[src/rtl/fifo_drain_ctrl.sv]
// Drains batch_len words from a latency-RD_LATENCY FIFO into a credit-controlled skid buffer and
// streams them out over valid/ready with a last-word flag. Optional counters: FIFO_DRAIN_STATS_EN.
module fifo_drain_ctrl #(
    parameter int DATA_W     = 32,
    parameter int LEN_W      = 12,
    parameter int RD_LATENCY = 2,
    parameter int BUF_DEPTH  = 4
) (
    input  logic              clk_i,
    input  logic              rstn_i,
    input  logic              start_i,
    input  logic [LEN_W-1:0]  batch_len_i,
    input  logic              fifo_empty_i,
    output logic              fifo_rd_en_o,
    input  logic [DATA_W-1:0] fifo_data_i,
    output logic              m_valid_o,
    input  logic              m_ready_i,
    output logic [DATA_W-1:0] m_data_o,
    output logic              m_last_o,
    output logic              busy_o,
    output logic              done_o
`ifdef FIFO_DRAIN_STATS_EN
    ,
    output logic [15:0]       stall_cnt_o,
    output logic [15:0]       starve_cnt_o
`endif
);

    localparam int PTR_W = (BUF_DEPTH > 1) ? $clog2(BUF_DEPTH) : 1;
    localparam int CNT_W = 8;
    localparam logic [CNT_W-1:0] DEPTH = CNT_W'(BUF_DEPTH);

    typedef enum logic [1:0] {IDLE, DRAIN, FLUSH, DONE} state_t;

    state_t              state;
    logic [LEN_W-1:0]    len;
    logic [LEN_W-1:0]    issued;
    logic [LEN_W-1:0]    delivered;
    logic [RD_LATENCY-1:0] pipe;
    logic [DATA_W-1:0]   mem [BUF_DEPTH];
    logic [PTR_W-1:0]    wr_ptr;
    logic [PTR_W-1:0]    rd_ptr;
    logic [CNT_W-1:0]    occupancy;
    logic [CNT_W-1:0]    inflight;
    logic                pop;
    logic                buf_wr;
    logic                xfer;

    function automatic logic [PTR_W-1:0] bump(input logic [PTR_W-1:0] p);
        return (p == PTR_W'(BUF_DEPTH - 1)) ? '0 : p + 1'b1;
    endfunction

    always_comb begin
        inflight = '0;
        for (int i = 0; i < RD_LATENCY; i++) begin
            inflight = inflight + CNT_W'(pipe[i]);
        end
    end

    // Words already popped but not yet in the buffer still hold a slot, so the tail write never overflows.
    assign pop          = (state == DRAIN) && !fifo_empty_i && (issued < len) && ((occupancy + inflight) < DEPTH);
    assign fifo_rd_en_o = pop;
    assign buf_wr       = pipe[RD_LATENCY-1];
    assign m_valid_o    = (occupancy != '0);
    assign xfer         = m_valid_o && m_ready_i;
    assign m_data_o     = m_valid_o ? mem[rd_ptr] : '0;
    assign m_last_o     = m_valid_o && (delivered == len - 1'b1);
    assign busy_o       = (state != IDLE);
    assign done_o       = (state == DONE);

    always_ff @(posedge clk_i) begin
        if (buf_wr) begin
            mem[wr_ptr] <= fifo_data_i;
        end
    end

    always_ff @(posedge clk_i or negedge rstn_i) begin
        if (!rstn_i) begin
            state     <= IDLE;
            len       <= '0;
            issued    <= '0;
            delivered <= '0;
            pipe      <= '0;
            wr_ptr    <= '0;
            rd_ptr    <= '0;
            occupancy <= '0;
        end else begin
            pipe      <= (pipe << 1) | RD_LATENCY'(pop);
            occupancy <= occupancy + CNT_W'(buf_wr) - CNT_W'(xfer);
            if (pop) begin
                issued <= issued + 1'b1;
            end
            if (buf_wr) begin
                wr_ptr <= bump(wr_ptr);
            end
            if (xfer) begin
                rd_ptr    <= bump(rd_ptr);
                delivered <= delivered + 1'b1;
            end
            case (state)
                IDLE: begin
                    if (start_i) begin
                        len       <= batch_len_i;
                        issued    <= '0;
                        delivered <= '0;
                        state     <= (batch_len_i == '0) ? DONE : DRAIN;
                    end
                end
                DRAIN: begin
                    if (issued == len) begin
                        state <= FLUSH;
                    end
                end
                FLUSH: begin
                    // Leave on the final transfer so done_o follows the last word by one cycle.
                    if (xfer && (delivered == len - 1'b1)) begin
                        state <= DONE;
                    end
                end
                default: begin
                    state <= IDLE;
                end
            endcase
        end
    end

    always @(posedge clk_i) begin
        if (rstn_i) begin
            assert (!(buf_wr && !xfer && (occupancy == DEPTH)));
        end
    end

`ifdef FIFO_DRAIN_STATS_EN
    always_ff @(posedge clk_i or negedge rstn_i) begin
        if (!rstn_i) begin
            stall_cnt_o  <= '0;
            starve_cnt_o <= '0;
        end else if ((state == IDLE) && start_i) begin
            stall_cnt_o  <= '0;
            starve_cnt_o <= '0;
        end else begin
            if (((state == DRAIN) || (state == FLUSH)) && m_valid_o && !m_ready_i
                && (stall_cnt_o != 16'hFFFF)) begin
                stall_cnt_o <= stall_cnt_o + 16'd1;
            end
            if ((state == DRAIN) && fifo_empty_i && (issued < len) && (starve_cnt_o != 16'hFFFF)) begin
                starve_cnt_o <= starve_cnt_o + 16'd1;
            end
        end
    end
`endif

endmodule
[config.mk]
export PLATFORM = sky130hd
export DESIGN_NAME = fifo_drain_ctrl
export DESIGN_NICKNAME = d
export VERILOG_FILES = /design/src/rtl/fifo_drain_ctrl.sv
export SDC_FILE = /design/constraint.sdc
export NUM_CORES = 1
export LEC_CHECK = 0
export ABC_CLOCK_PERIOD_IN_PS = 3900
export CORE_AREA = 4 4 113 169
export CTS_BUF_LIST = sky130_fd_sc_hd__clkbuf_4
export CTS_CLUSTER_DIAMETER = 30
export DETAILED_ROUTE_END_ITERATION = 6
export DIE_AREA = 0 0 117 173
export PLACE_DENSITY_LB_ADDON = 0.2
export RECOVER_POWER = 100
export SYNTH_ARGS = -nofsm -noshare
export SYNTH_HDL_FRONTEND = slang
export SYNTH_SLANG_ARGS = --single-unit
[constraint.sdc]
create_clock -name clk_i -period 3.9 [get_ports clk_i]
set_clock_uncertainty 0.05 [all_clocks]
set_input_delay 0.975 -clock clk_i [delete_from_list [all_inputs] [get_ports clk_i]]
set_output_delay 0.975 -clock clk_i [all_outputs]
set_load 0.05 [all_outputs]
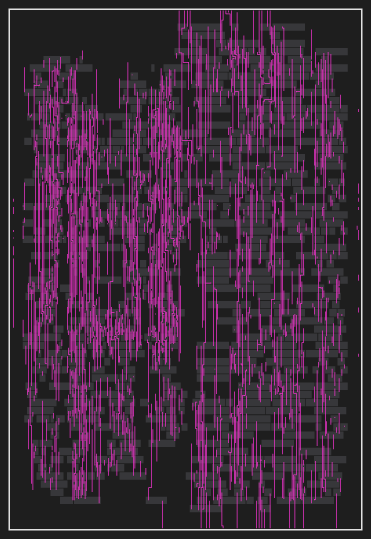
Fig. 1. M2 wires.
(3 px per um) Cells faint in the background.
wire length on this layer = 10400 um
longest straight run = 59.8 um
main direction = vertical
nets with wire on the layer = 719
GR Util met2: 34.6%
via count: 5511

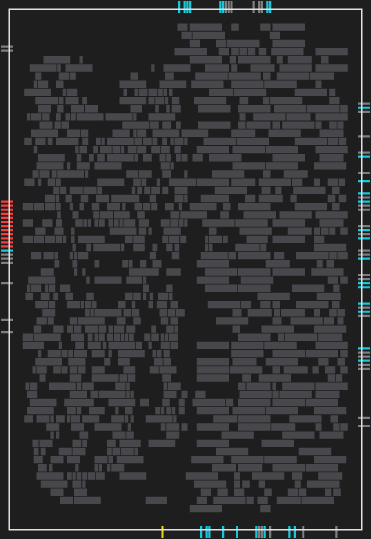
Fig. 2. Ports around the boundary.
(3 px per um) Pins as bars across the die edge, other pins in gray.
fifo_data_i -> cyan  # pins 32, direction input, edge 14 right, 9 bottom, 8 top, 1 left
batch_len_i -> red  # pins 12, direction input, edge left
m_last_o -> yellow  # pins 1, direction output, edge bottom
Die X: 117 um
IO buf count: 85
Die Ht: 173 um

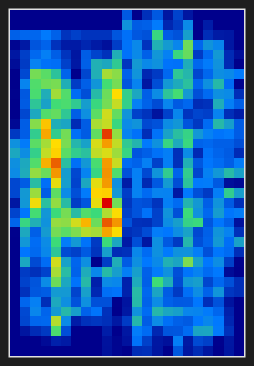
Fig. 3. Signal metal coverage by tile.
(2 px per um) The die is cut into 23 by 35 equal tiles; dark blue is low, red is high, scaled to the fullest tile. Values are wire area over tile area, all layers added.
nearly empty tiles = 12%
mean over tiles = 0.15
fullest tile = 0.57
tiles over half the peak = 12%
final WL: 18800 um
GR Util All Layers: 19.3%

==> results.json <==
{
  "rrSetupSlack_ns": 0.65,
  "synth_top_flop_cell": "edfxtp_1",
  "fmax_ghz": 0.261,
  "layout.cells.non_filler": 964,
  "p_per_area_nw_per_um2": 633,
  "hp-class": "reg2reg",
  "p_leak_nw": 3.83,
  "area_growth_pct": 17.5,
  "pwr-share-seq_pct": 38.3,
  "hold_viol_final": 0,
  "violations": "max-capacitance violations, max-slew violations",
  "xor_share_pct": 2.72,
  "p_int_mw": 3.75,
  "std_cell_rows": 60,
  "p_switching_mw": 2.73,
  "synth_area_sq_um": 8700,
  "tritoncts": "done",
  "worst_setup_path_end_kind": "primary output",
  "min_period_ns": 3.83,
  "clock_sinks": 180,
  "holdPathStages": 0,
  "dp_cells": 918,
  "ys_sh_adder_pct": 6.12,
  "slew_headroom_pct": -66.5,
  "crit_start": "pipe[0]",
  "p_comb_share_pct": 45.9,
  "outcome": "finished, violations left",
  "compound_area_share_pct": 6.05,
  "clockRootBuffer": "clkbuf_4",
  "cts_made_buffers": 17,
  "criticalPathCategory": "reg2out",
  "die_area_sq_um": 20200,
  "mux_share_pct": 9.43,
  "r2r-end": "occupancy[6]",
  "top_area_cell": "edfxtp_1",
  "synth.net_count": 719,
  "num_io_pins": 86,
  "r2r_cells": 16,
  "swShare_pct": 42.2,
  "synth-edff-count": 128,
  "mostFrequentLayoutCells": "edfxtp_1 (128), buf_4 (52), dfrtp_1 (50)",
  "via_per_inst": 5.72,
  "ant_nets": 0,
  "final_area_sq_um": 10200,
  "simple_gate_area_share_pct": 14.0,
  "grt_max_degree": 37,
  "reg2reg_from": "occupancy[4]",
  "dpl_cell_area_sq_um": 9760,
  "fin_crit_sh_pct": 98.3,
  "max-vdd-ir-drop_mv": 0.354,
  "rsz0062_at_grt": "true",
  "hold_end": "pipe[1]",
  "crit_arrival_ns": 2.81,
  "p_seq_mw": 2.48,
  "synth_cells": 628,
  "holdBufCountCts": 0,
  "fp_util_pct": 49.1,
  "clock_power_share_pct": 15.8,
  "p_clk_mw": 1.02,
  "grt_pass1_wl_um": 29900,
  "cts_resized": 9,
  "worst_pin_slew_ns": 2.50,
  "synth.distinct_cells": 59,
  "top_layer": "met4",
  "clock_latency_ns": 0.58,
  "final_nets": 823,
  "path_clk_slew_ns": 0.16,
  "synth-seq-cells": 180,
  "startpoint_type": "register",
  "top_area_share_pct": 44.2,
  "drc_errors": 0,
  "dr_wl_met3_um": 722,
  "core_area_sq_um": 17700,
  "drtIter0Drc": 397,
  "yosysCellCount": 628,
  "worst_ep_required_time_ns": 2.87,
  "powerComb_mw": 2.97,
  "cp-endpoint": "fifo_rd_en_o",
  "most_common_cell": "edfxtp_1",
  "drtPass1Iterations": 4,
  "async_flop_share_pct": 28.9,
  "avgSynthCellArea_sq_um": 13.9,
  "warnings": 41,
  "wl_met2_um": 10400,
  "yosys_warnings": 0,
  "m1WireLength_um": 7200,
  "cp_max_fo": 5,
  "power-top-group": "combinational cells",
  "lay_top_count": "edfxtp_1",
  "common_cells": "edfxtp_1 (128), dfrtp_1 (52), ha_1 (41), nand2_1 (40), and2_1 (35)",
  "dp_hpwl_um": 13200,
  "maxCapViolCount": 5,
  "fillers": 1456,
  "antenna_found_initial": 2,
  "hold_start": "pipe[0]",
  "setup_viol_count_final": 0,
  "htree_levels": 4,
  "first_global_vias": 5803,
  "gr-total-overflow": 0,
  "drive_above_1_share_pct": 20.8,
  "ys_seq_share_pct": 59.1,
  "yosysChipArea_sq_um": 8700,
  "gp_congestion": 0.974,
  "clock_path_buffers": 2,
  "cts_setup_buffers": 10,
  "netlist_top_cells_area": "edfxtp_1 (44%), dfrtp_1 (15%), mux4_2 (8.3%)",
  "ys_top_logic_family": "simple AND/OR/NAND/NOR gates",
  "maxSlewViolCount": 161
}
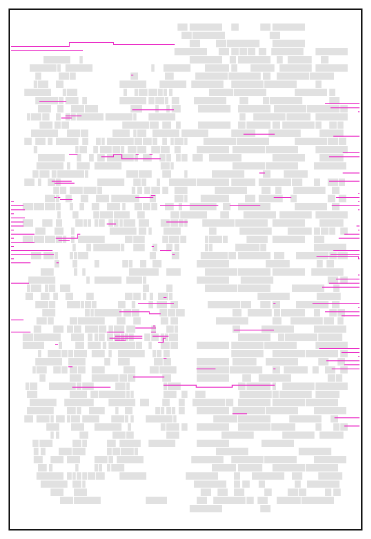
Fig. 4. Signal wires on met3.
(3 px per um) Cells faint in the background.
longest straight run = 23.7 um
nets with wire on the layer = 86
share of all routed wire = 3.8%
wire length on this layer = 723 um
main direction = horizontal
met3 Use GR: 3.57%

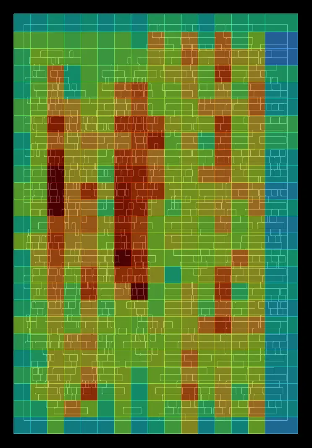
Fig. 5. Routing congestion.
global routing's busiest layer: met2
Finished Core Util: 57.7%
DR WL/cell: 19.6 um
met1 Usage GRT: 22.0%

[cell type report]
type	count	area [sq um]	area share (%)
well taps	217	272	2.66
repair buffers	109	967	9.46
inverters	32	120	1.17
clock inverters	15	151	1.48
clock buffers	17	128	1.25
diodes	2	5.00	0.0489
flip-flops and latches	180	5150	50.3
multi-input cells	392	3440	33.6
[metrics by stage]
step / hold WS [ns] / TNS (ns) / total power, mW / worst slack [ns]
after global routing: 0.431 / -0.0773 / 6.88 / -0.0716
after global placement: 0.331 / 0 / 5.32 / 0.174
after floorplan: 0.310 / 0 / 4.55 / 0.0735
after CTS: 0.298 / -0.0282 / 6.47 / -0.0282
after detailed placement: 0.326 / 0 / 5.37 / 0.154
final: 0.427 / 0 / 6.48 / 0.0659
[sequential cells by signal (all words and copies together), names as in the netlist]
name	cells
state	2
occupancy	8
mem	128
len	12
delivered	12
wr_ptr	2
issued	12
pipe	2
rd_ptr	2
[critical path: stages, from the launching register on]
cell and delay (ns):
dfrtp_1 0.45, ha_4 0.25, a21o_4 0.22, a2111oi_4 0.29
a41oi_2 0.07, or4_4 0.57, nor3_4 0.20, buf_12 0.17
[layer usage]
| metal | track usage [%] | vias to the layer above |
|---|---|---|
| met5 | 0 | - |
| met2 | 34.6 | 135 |
| li1 | - | 2577 |
| met4 | 7.80 | 0 |
| met3 | 3.57 | 34 |
| met1 | 22.0 | 2765 |
[cells by family (layout without fill, tap and decap cells)]
| logic type | Yosys count | in the layout |
|---|---|---|
| muxes | 42 | 42 |
| xor gates and xnor gates | 27 | 27 |
| other | 0 | 2 |
| buffers and inverters | 56 | 173 |
| AOI/OAI and AO/OA | 77 | 77 |
| and+or+nand+nor | 204 | 204 |
| DFF | 180 | 180 |
| adders and majority gates | 42 | 42 |
No activity file was given, so power comes from the tool's default toggle rates.
